==> config.mk <==
export PLATFORM = sky130hd
export DESIGN_NAME = multicycle_controller_flat
export DESIGN_NICKNAME = d
export VERILOG_FILES = /design/src/rtl/multicycle_controller_if.sv /design/src/rtl/multicycle_controller.sv /design/src/flat_wrapper.sv
export SDC_FILE = /design/constraint.sdc
export NUM_CORES = 1
export LEC_CHECK = 0
export CORE_MARGIN = 5
export CORE_UTILIZATION = 38
export DETAILED_ROUTE_END_ITERATION = 8
export PLACE_DENSITY = 0.73
export SYNTH_ARGS = -nofsm -noshare
export SYNTH_HDL_FRONTEND = slang
export SYNTH_SLANG_ARGS = --single-unit
==> constraint.sdc <==
create_clock -name clk -period 1.3 [get_ports clk]
set_clock_uncertainty 0.2 [all_clocks]
set_input_delay 0.13 -clock clk [delete_from_list [all_inputs] [get_ports clk]]
set_output_delay 0.13 -clock clk [all_outputs]
set_load 0.005 [all_outputs]
Run 1, placement view:
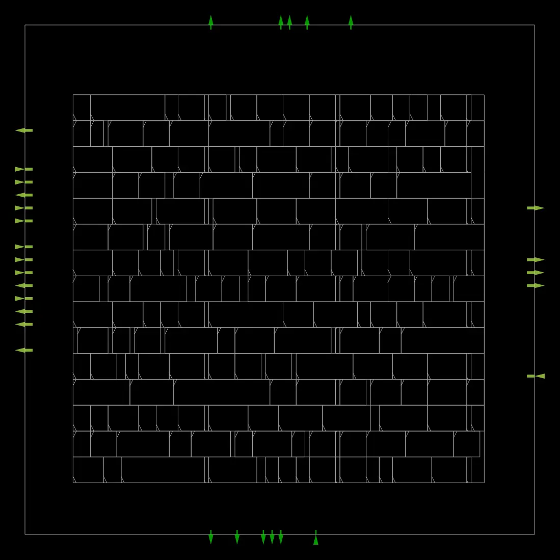
well-tap cell count: 25
post-layout instance count excluding filler cells: 209

Run 1, cell density map:
The die is cut into 11 by 11 equal tiles; white is low, dark blue is high, 0 to 100% covered.
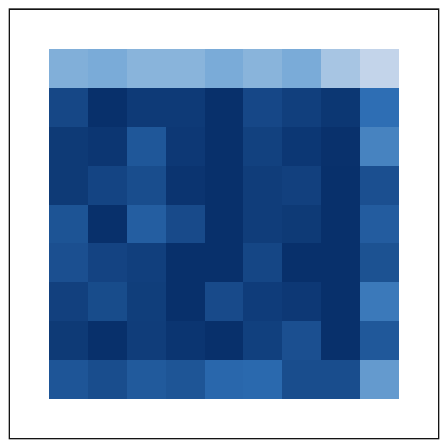
fullest tile: 100%
mean over tiles: 58%
tiles over 75% full: 56%
floorplan core area: 1760 um2
Initial Util: 40.9%

Run 1, metal 1:
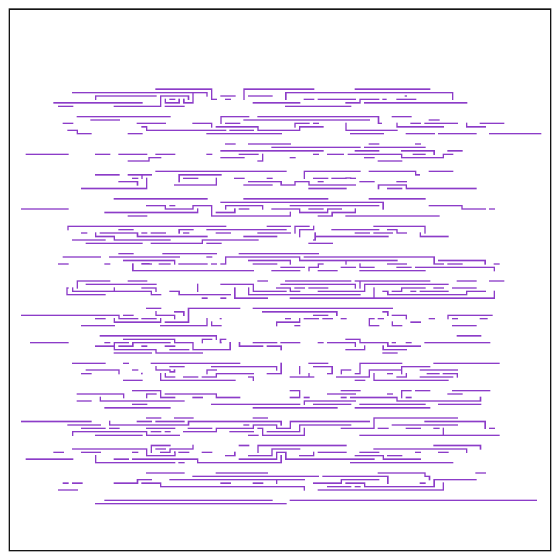
share of all routed wire: 37%
nets with wire on the layer: 178
main direction: horizontal
wire length on this layer: 1750 um
met1 Use GR: 30.2%
number of vias in the routed layout: 1312

==> writeup.txt, run 1 <==
The run finished, with violations left. The checks that failed: negative setup slack. The timing report gives the worst reg2reg path a setup slack of -0.43 ns. Ranked by power, first place goes to combinational cells. Per the post-place timing report, worst setup slack is -0.851 ns. In the layout the commonest cells are sky130_fd_sc_hd__buf_4, sky130_fd_sc_hd__buf_6, sky130_fd_sc_hd__buf_2.

The tools report the routed wire length on met3 as 444 um. The power report attributes to the clock group a share of 28.4%. With the wire length of the first global-routing pass at 5.90 mm, the mean routed wirelength per cell is 22.7 um. For the number of H-tree levels, the log shows 1. The sort of element at the end of the critical path is an output pin. The routed layout reports a DRC error count of 0. The clock latency reported for the late side of the worst-skew pair was 0.26 ns.

The die height is 53.6 um, and the met3 global-route usage is 6.37%. After routing the design area is 1690 um2. The logs give 0 for the number of pins exceeding their max-slew limit in the final report and 15 for the standard-cell row count.

In the per-layer summary, the met1 wirelength comes to 1.75 mm. The final setup violation count is 21. The final setup slack of the worst path is -0.660 ns.

The internal power came out at 383 uW. Cell with the largest stage delay on the worst path: sky130_fd_sc_hd__dfxtp_4. The detail route stage leaves a number of antenna-violating nets equal to 0.

The tools report the met2 track utilization from global routing as 51.8%. The number of port buffers was 27; the register area share after synthesis was 11.1%. During synthesis, Yosys emitted a total of 0 warnings. For the required time of the critical path, the log shows 0.97 ns. The number of DRC violations after detailed-routing iteration 0 came out at 77.

The total of hold buffers inserted after clock tree synthesis came out at 0. Of the post-synthesis cell area, the dominant cell type holds 11.1%. The number of flip-flops in the largest register is 4, and the switching power of the nets is 237 uW. The switching portion of total power comes to 38.2%. The tools report the number of iterations in the first detailed-routing pass as 5. For this run, the chip area from Yosys synthesis comes to 722 um2.

Looking at the power breakdown, combinational cells take 50.7% of the total.
run 1: layout make-up:
| type | instances | area [um2] | share of cell area [%] |
|---|---|---|---|
| inverter | 3 | 11.3 | 0.665 |
| sequential | 4 | 90.1 | 5.32 |
| multi-input combinational | 93 | 878 | 51.9 |
| timing repair buffer | 81 | 659 | 39.0 |
| tap | 25 | 31.3 | 1.85 |
| clock buffer | 3 | 22.5 | 1.33 |
run 1: cell families after synthesis:
kind of cell           Yosys count  share of synthesized area (%)
multiplexers                     2                           2.77
flip-flops                       4                           11.1
other                            1                          0.519
XOR/XNOR                         2                           2.43
AND-OR/OR-AND                   32                           30.5
buffers and inverters           14                           11.1
AND/OR/NAND/NOR                 55                           41.6
Run 1, M2 wires:
Cells faint in the background.
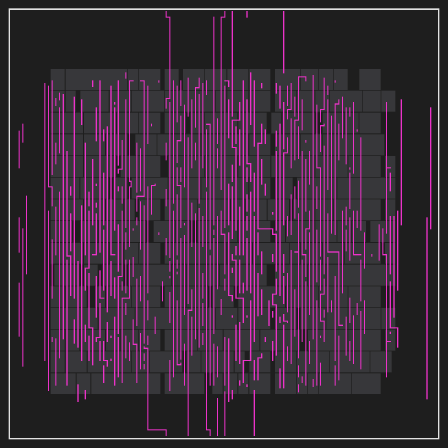

==> inputs of run 2 (changes only) <==
- CELL_PAD_IN_SITES_DETAIL_PLACEMENT: unset -> 0
- CELL_PAD_IN_SITES_GLOBAL_PLACEMENT: unset -> 1
- CORE_UTILIZATION: 38 -> 28
- PLACE_DENSITY: 0.73 -> 0.76
- clock period: 1.3 -> 2.1 ns (I/O delays scaled with it)
Run 2, M2 wires:
Cells faint in the background.
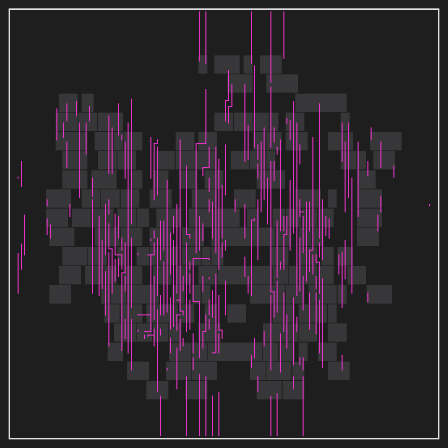
wire length on this layer: 1240 um
share of all routed wire: 50%
nets with wire on the layer: 146
number of vias in the routed layout: 964
detailed-route wire length: 2.48 mm
met2 track demand over resource in global routing: 23.7%

==> writeup.txt, run 2 <==
The flow ran to the end, and the final reports show no timing, DRC or antenna violations. With the wire length of the first global-routing pass at 3.87 mm (-34%), the final design instance area without fill is 1270 um2 (-25%). The standard-cell row count was 18 (+3); the area fraction in compound gates was 30.5% (unchanged). The run gives 0.49 ns (+0.92 ns) for the setup slack of the worst register-to-register path. The run gives 41.6% (unchanged) for the simple-gate area share of the yosys netlist. Looking at the critical path, the single cell with the biggest stage delay is sky130_fd_sc_hd__clkdlybuf4s50_1. The total routed wire length on the met1 layer is 1.09 mm (-38%).

The clock latency reported for the late side of the worst-skew pair was 0.23 ns (-0.03 ns). The total of hold buffers inserted after clock tree synthesis was 0 (unchanged). The area of the core region was 2480 um2 (+40%); the switching fraction of total power was 29.8% (-8.3 points). The largest share of the power goes to combinational cells. The final instance count without filler cells is 188 (-10%), and the area of combinational cells with multiple inputs is 626 um2 (-29%). Share of synthesized area spent on multiplexers: 2.77% (unchanged). The number of port buffers came out at 27 (unchanged). The run gives 21 (-73%) for the number of DRC violations after detailed-routing iteration 0. In the layout the commonest cells are sky130_fd_sc_hd__buf_4, sky130_fd_sc_hd__clkdlybuf4s50_1, sky130_fd_sc_hd__dlygate4sd2_1. For the placement-stage worst setup slack, the log shows -0.223 ns (+0.628 ns). The run gives 0.851% (-5.5 points) as the met3 global-route usage.

The tools report the switching power of the nets as 92.0 uW (-61%). The initial standard-cell utilization of the core came out at 29.1% (-12 points). The area share of the leading cell type in the synthesized netlist is 11.1% (unchanged). The combinational power share was 42.9% (-7.8 points); the post-route antenna net violation count was 0 (unchanged).

With the residual DRC count at 0 (unchanged), the number of iterations in the first detailed-routing pass is 4 (-1). The combined flip-flop and latch cell area was 83.8 um2 (-6.9%). In the synthesized netlist, the dominant kind of combinational cell is simple AND/OR/NAND/NOR gates. Sort of element at the end of the critical path: an output pin.

The chip area in the Yosys report was 722 um2 (unchanged); the number of H-tree levels was 1 (unchanged). The tools report the final setup violation count as 0 (-100%). With the number of flip-flops in the largest register at 4 (unchanged), the internal power is 216 uW (-44%). The number of pins exceeding their max-slew limit in the final report is 0 (unchanged). The mean routed wirelength per cell came out at 13.2 um (-42%).

The tools report the met1 demand-to-capacity share in global routing as 17.3% (-13 points). The required time of the critical path came out at 1.69 ns (+0.72 ns). The run gives 30.9% (+2.5 points) for the clock share of power. The cell sequence reported for the critical path is clkdlybuf4s50_1 > and3b_2 > nand3_2 > o31ai_2 > a31o_2 > clkdlybuf4s15_1. The count of warnings emitted by yosys was 0 (unchanged); the final setup slack of the worst path was 0.0727 ns (+0.733 ns).
==> run 2: netlist changes by cell type in the layout (fill, tap and decap cells not counted), moves of 4 or more <==
cell	before	now
sky130_fd_sc_hd__nand2b_1	3	7
sky130_fd_sc_hd__nor2_4	5	0
sky130_fd_sc_hd__dlygate4sd2_1	1	11
sky130_fd_sc_hd__buf_4	37	25
sky130_fd_sc_hd__buf_2	19	0
sky130_fd_sc_hd__a21oi_2	6	2
sky130_fd_sc_hd__clkdlybuf4s50_1	1	12
sky130_fd_sc_hd__buf_6	22	2
sky130_fd_sc_hd__nor3_4	5	1
sky130_fd_sc_hd__a21oi_1	3	7
==> run 2: cell type report <==
type                    instances  area share, %
repair buffers                 55           38.8
flip-flops and latches          4           6.58
well taps                      30           2.94
clock buffers                   3           1.77
multi-input cells              93           49.1
inverters                       3          0.883
Power is estimated from default activity; no workload was simulated.
